$ cat src/rtl/multi_step.sv
// multi_step: one platform step (regular, breakable or moving) drawn inside its tile.
// Define MULTI_STEP_RESPAWN_EN to make a vanished step reappear after RESPAWN_FRAMES frames.
module multi_step #(
   parameter int STEP_WIDTH_X       = 60,
   parameter int STEP_HEIGHT_Y      = 7,
   parameter int STEP_TILE_OFFSET_X = 2,
   parameter int STEP_TILE_OFFSET_Y = 50,
   parameter logic [7:0] COLOR_REGU  = 8'h5B,
   parameter logic [7:0] COLOR_BREAK = 8'hE0,
   parameter logic [7:0] COLOR_MOVE  = 8'h1F,
   parameter int BREAK_FRAMES       = 60,
   parameter int BLINK_LOG2         = 2,
   parameter int MOVE_RANGE         = 40,
   parameter int RESPAWN_FRAMES     = 120
) (
   input  logic        clk,
   input  logic        resetN,
   input  logic        startOfFrame,
   input  logic [10:0] pixelX,
   input  logic [10:0] pixelY,
   input  logic [10:0] tileTopLeftX,
   input  logic [10:0] tileTopLeftY,
   input  logic [2:0]  step_type,
   input  logic        landed,
   output logic [10:0] offsetX,
   output logic [10:0] offsetY,
   output logic        drawingRequest,
   output logic [7:0]  RGBout,
   output logic        solid
);
   typedef enum logic [1:0] {SOLID, CRACKING, GONE} state_t;
   state_t state, state_n;
   logic [7:0] frame_cnt, frame_cnt_n, move_off, move_off_n;
   logic dir, dir_n;
   logic [2:0] prev_type;
   logic [1:0] t;
   logic [11:0] left, top, right, bottom, dx, dy;
   logic in_step, visible, draw;
   logic [7:0] color;
   assign t = step_type[2] ? 2'd0 : step_type[1:0];
   assign left = {1'b0, tileTopLeftX} + 12'(STEP_TILE_OFFSET_X) + {4'b0, move_off};
   assign top = {1'b0, tileTopLeftY} + 12'(STEP_TILE_OFFSET_Y);
   assign right = left + 12'(STEP_WIDTH_X);
   assign bottom = top + 12'(STEP_HEIGHT_Y);
   assign dx = {1'b0, pixelX} - left;
   assign dy = {1'b0, pixelY} - top;
   assign in_step = {1'b0, pixelX} >= left && {1'b0, pixelX} < right && {1'b0, pixelY} >= top && {1'b0, pixelY} < bottom;
   assign visible = t != 2'd0 && (state == SOLID || (state == CRACKING && !frame_cnt[BLINK_LOG2]));
   assign draw = in_step && visible;
   assign color = t == 2'd1 ? COLOR_REGU : t == 2'd2 ? COLOR_BREAK : COLOR_MOVE;
   always_comb begin
      state_n = state;
      frame_cnt_n = frame_cnt;
      move_off_n = move_off;
      dir_n = dir;
      if (step_type != prev_type) begin
         state_n = SOLID;
         frame_cnt_n = 8'd0;
         move_off_n = 8'd0;
         dir_n = 1'b0;
      end else begin
         if (state == SOLID && t == 2'd2 && landed) begin
            state_n = CRACKING;
            frame_cnt_n = 8'd0;
         end else if (state == CRACKING && startOfFrame) begin
            state_n = frame_cnt == 8'(BREAK_FRAMES - 1) ? GONE : CRACKING;
            frame_cnt_n = frame_cnt == 8'(BREAK_FRAMES - 1) ? 8'd0 : frame_cnt + 8'd1;
         end
`ifdef MULTI_STEP_RESPAWN_EN
         else if (state == GONE && startOfFrame) begin
            state_n = frame_cnt == 8'(RESPAWN_FRAMES - 1) ? SOLID : GONE;
            frame_cnt_n = frame_cnt == 8'(RESPAWN_FRAMES - 1) ? 8'd0 : frame_cnt + 8'd1;
         end
`endif
         // dir=1 means travelling left; flip exactly on reaching either end
         if (t == 2'd3 && startOfFrame) begin
            move_off_n = dir ? move_off - 8'd1 : move_off + 8'd1;
            dir_n = move_off_n == 8'(MOVE_RANGE) ? 1'b1 : move_off_n == 8'd0 ? 1'b0 : dir;
         end
      end
   end
   always_ff @(posedge clk) begin
      if (!resetN) begin
         state <= SOLID;
         frame_cnt <= 8'd0;
         move_off <= 8'd0;
         dir <= 1'b0;
         prev_type <= step_type;
         drawingRequest <= 1'b0;
         RGBout <= 8'hFF;
         offsetX <= 11'd0;
         offsetY <= 11'd0;
         solid <= 1'b0;
      end else begin
         state <= state_n;
         frame_cnt <= frame_cnt_n;
         move_off <= move_off_n;
         dir <= dir_n;
         prev_type <= step_type;
         drawingRequest <= draw;
         RGBout <= draw ? color : 8'hFF;
         offsetX <= draw ? dx[10:0] : 11'd0;
         offsetY <= draw ? dy[10:0] : 11'd0;
         solid <= t != 2'd0 && state_n != GONE;
      end
   end
endmodule

$ cat config.mk
export PLATFORM = sky130hd
export DESIGN_NAME = multi_step
export DESIGN_NICKNAME = d
export VERILOG_FILES = /design/src/rtl/multi_step.sv
export SDC_FILE = /design/constraint.sdc
export NUM_CORES = 1
export LEC_CHECK = 0
export ABC_AREA = 1
export ABC_CLOCK_PERIOD_IN_PS = 3450
export CAP_MARGIN = 15
export CORE_UTILIZATION = 40
export CTS_BUF_LIST = sky130_fd_sc_hd__clkbuf_16
export DETAILED_ROUTE_END_ITERATION = 10
export PLACE_DENSITY = 0.66
export SLEW_MARGIN = 40
export SYNTH_ARGS = -nofsm -noshare
export SYNTH_HDL_FRONTEND = slang
export SYNTH_SLANG_ARGS = --single-unit
$ cat constraint.sdc
create_clock -name clk -period 3.45 [get_ports clk]
set_clock_uncertainty 0.05 [all_clocks]
set_input_delay 0.69 -clock clk [delete_from_list [all_inputs] [get_ports clk]]
set_output_delay 0.69 -clock clk [all_outputs]
set_load 0.01 [all_outputs]
==> images/congestion.png <==
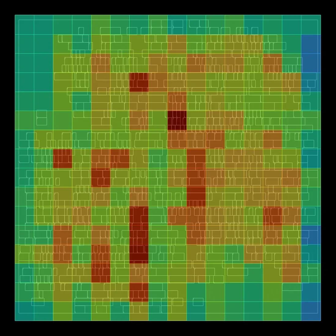
met1 routing resource usage after global routing: 22.6%
met2 Use GR: 34.9%

==> images/metal_density.png <==
The bar under the picture is 20 microns long. 22 x 22 tiles, from dark blue (low) to red (high), scaled to the fullest tile. Values are wire area over tile area, all layers added.
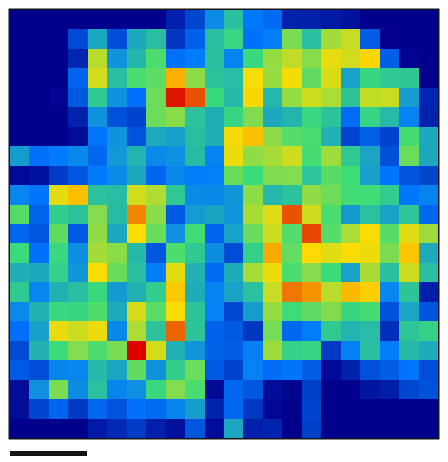
fullest tile = 0.40
emptiest ninth of the die = top left
nearly empty tiles = 12%
mean over tiles = 0.14
densest ninth of the die = right middle
number of vias after detailed routing: 4676
Avg WL per Cell: 11.5 microns
Post-Route WL: 11300 microns
All-Layer GR Usage: 18.9%

==> images/wires.png <==
The bar under the picture is 20 microns long.
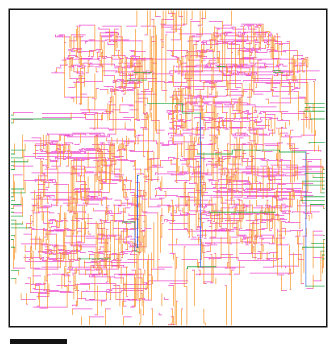
green -> metal 3  # wire length 313 microns
blue -> metal 4  # wire length 136 microns
magenta -> metal 1  # wire length 5110 microns
orange -> metal 2  # wire length 5780 microns

==> cell type report <==
type	count	area (sq um)	share of cell area, %
Clock buffer	5	125	1.80
Clock inverter	3	43.8	0.631
Inverter	113	434	6.26
Multi-Input combinational cell	498	3560	51.3
Sequential cell	50	1000	14.4
Tap cell	143	179	2.58
Timing Repair Buffer	172	1600	23.0
==> worst paths after layout <==
path	start	endpoint	slack (ns)	depth (start not counted)
hold / removal	move_off[1]	move_off[1]	0.44	2
setup reg to reg	move_off[1]	offsetY[2]	-0.03	22
hold reg to reg	move_off[1]	move_off[1]	0.44	2
setup / recovery	tileTopLeftX[1]	offsetY[2]	-0.11	23
==> timing repair <==
| item | in CTS | in global routing |
|---|---|---|
| pin swaps | 23 | 9 |
| setup endpoints to repair | 27 | 27 |
| resized | 57 | 10 |
| setup buffers | 4 | 4 |
| gates cloned | 2 | 0 |
==> power breakdown <==
group	switching, mW	internal [mW]
sequential	0.00267	0.584
clock	0.221	0.343
combinational	0.372	0.365
==> flip-flops by register name (all words and copies together), names as in the netlist <==
register	flops
RGBout	4
dir	1
drawingRequest	1
frame_cnt	8
move_off	8
offsetX	11
offsetY	11
prev_type	3
solid	1
state	2
==> worst register-to-register path, cell delays in order, from the launching register on <==
cell and delay [ns]:
dfxtp_2 0.35, inv_2 0.07, ha_4 0.26, inv_2 0.04
ha_4 0.15, fa_2 0.45, buf_4 0.15, nor2_1 0.16
nand2_1 0.09, xor2_1 0.15, ha_1 0.31, nand2_1 0.07
inv_1 0.04, o21ai_1 0.11, nand2_1 0.06, o21bai_1 0.15
nand2_1 0.08, a21o_1 0.17, nand2_2 0.08, nand2_4 0.08
buf_12 0.14, buf_12 0.14, nor2_4 0.07
==> flow_summary.json <==
{
  "drt.antenna.violating_nets": 0,
  "synth_nets": 796,
  "netlist.top_cell.by_area": "dfxtp_1",
  "crit_path_top_delay_cell": "fa_2",
  "grt_start_max_net_pins": 17,
  "clock.fmax_mhz": 281,
  "synth_top_flop_cell": "dfxtp_1",
  "slew_violations": 0,
  "worst_setup_path_end_kind": "flip-flop",
  "final_cells": 984,
  "totalPowerFinal_mw": 1.89,
  "drive_above_1_share_pct": 22.0,
  "htree_levels": 2,
  "finalCriticalPeriod_ns": 3.56,
  "max-vdd-ir-drop_mv": 0.167,
  "synth_top_area_share_pct": 21.2,
  "place_inst": 966,
  "synth.yosys.seq_area_share_pct": 21.2,
  "numSynthFlops": 50,
  "synth.most_common_cell": "nand2_1",
  "timing.critical_path.from_type": "primary input",
  "critical-path-top-cell-by-count": "nand2_1",
  "top_logic_kind": "simple AND/OR/NAND/NOR gates",
  "drt-pass1-iter-count": 4,
  "leakagePower_nw": 3.50,
  "cts_tree": "yes",
  "die_area_sq_mm": 0.0122,
  "clk_transition_reported_paths_ns": 0.07,
  "fin_worst_hold_slack_ns": 0.440,
  "maxUsedRoutingLayer": "met4",
  "setup_viol": 20,
  "dpl_worst_slack_ns": -0.861,
  "relSlewSlack_pct": 69.5,
  "top_level_ports": 83,
  "period_used_pct": 103,
  "most-common-layout-cells": "148 x nand2_1, 103 x inv_1, 82 x buf_4",
  "finalCoreUtilization_pct": 60.5,
  "edf_count": 0,
  "cellPowerDensity_mw_per_mm2": 272,
  "worst_slew_pin_slew_ns": 0.456,
  "number_of_buffer_and_inverter_instances_along_the_worst_setup_path": 7,
  "clk_root_buffer_cell": "clkbuf_16",
  "cts_inserted_buffers": 5,
  "drt_first_iter_violations": 112,
  "layout.cells.most_common": "nand2_1",
  "antenna-diode-count": 0,
  "portBuffers": 82,
  "max_stage_delay_ns": 0.45,
  "fp_util_pct": 41.1,
  "violations_in_the_final_reports": "negative setup slack",
  "wl_met1_microns": 5110,
  "grt_antenna_before_repair": 0,
  "cp_cell_sequence": "buf_8, inv_8, ha_4, inv_2, ha_4, fa_2, buf_4, nor2_1, nand2_1, xor2_1, ha_1, nand2_1, inv_1, o21ai_1, nand2_1, o21bai_1, nand2_1, a21o_1, nand2_2, nand2_4, buf_12, buf_12, nor2_4",
  "worst-setup-path-type": "in2reg",
  "final_net_count": 969,
  "ys_sh_mux_pct": 0,
  "avgViaCountPerCell": 4.75,
  "clkSinkCount": 50,
  "worstPathRequired_ns": 3.63,
  "synth-warning-count": 0,
  "postLayoutCellArea_sq_mm": 0.00694,
  "synthesized_area_fraction_occupied_by_and_or_nand_nor_cells_pct": 30.1,
  "core-area_sq_mm": 0.0115,
  "grt.met3_usage_pct": 2.74,
  "cap_viol_max_count": 0,
  "detail_route.drc_violations": 0,
  "grt.busiest_layer": "met2",
  "timing.critical_path.arrival_ns": 3.74,
  "async_flop_share_pct": 0,
  "yosysChipArea_sq_mm": 0.00471,
  "die_y_microns": 111,
  "synth.avg_cell_area_sq_um": 7.07,
  "place.detailed.hpwl_microns": 9380,
  "wl_met3_microns": 312,
  "grt_remaining_overflow": 0,
  "area_delta_synth_final_pct": 47.2,
  "largest_buffer_count_on_any_clock_path": 2,
  "hold_violations": 0,
  "tns_ns": -1.94,
  "number_of_global_route_vias_before_repair": 4613,
  "yosys-stat-cells": 667,
  "min_path_type": "reg2reg",
  "number_of_cells_produced_by_synthesis": 667,
  "run_status": "complete, but fails checks",
  "die-width_microns": 111,
  "clkLatencyLatePin_ns": 0.29,
  "total_standard_cell_area_after_synthesis_sq_mm": 0.00471,
  "met2RoutedLength_microns": 5780,
  "floorplan.rows": 39,
  "topCellsByArea": "dfxtp_1 21%, ha_1 20%, nand2_1 12%",
  "compound_area_share_pct": 8.87,
  "ys_sh_adder_pct": 21.3,
  "routabilityCongestion": 0.877,
  "fillerInstances": 1015,
  "cts_hold_buffers": 0,
  "critical_path_peak_fanout": 5,
  "synth.distinct_cells": 37,
  "synth.cellmix.xorXnorShare_pct": 8.34,
  "ys_top_cells_by_count": "154 x nand2_1, 111 x inv_1, 74 x ha_1",
  "detailed_place.area_sq_mm": 0.00633,
  "finalWorstSetupSlack_ns": -0.109,
  "openroad.warnings": 36,
  "grt_first_pass_wirelength_microns": 19500,
  "unrepaired_setup_endpoints_after_global_routing": "true",
  "critPathTopFamily": "adder cells"
}
No activity file was given, so power comes from the tool's default toggle rates.
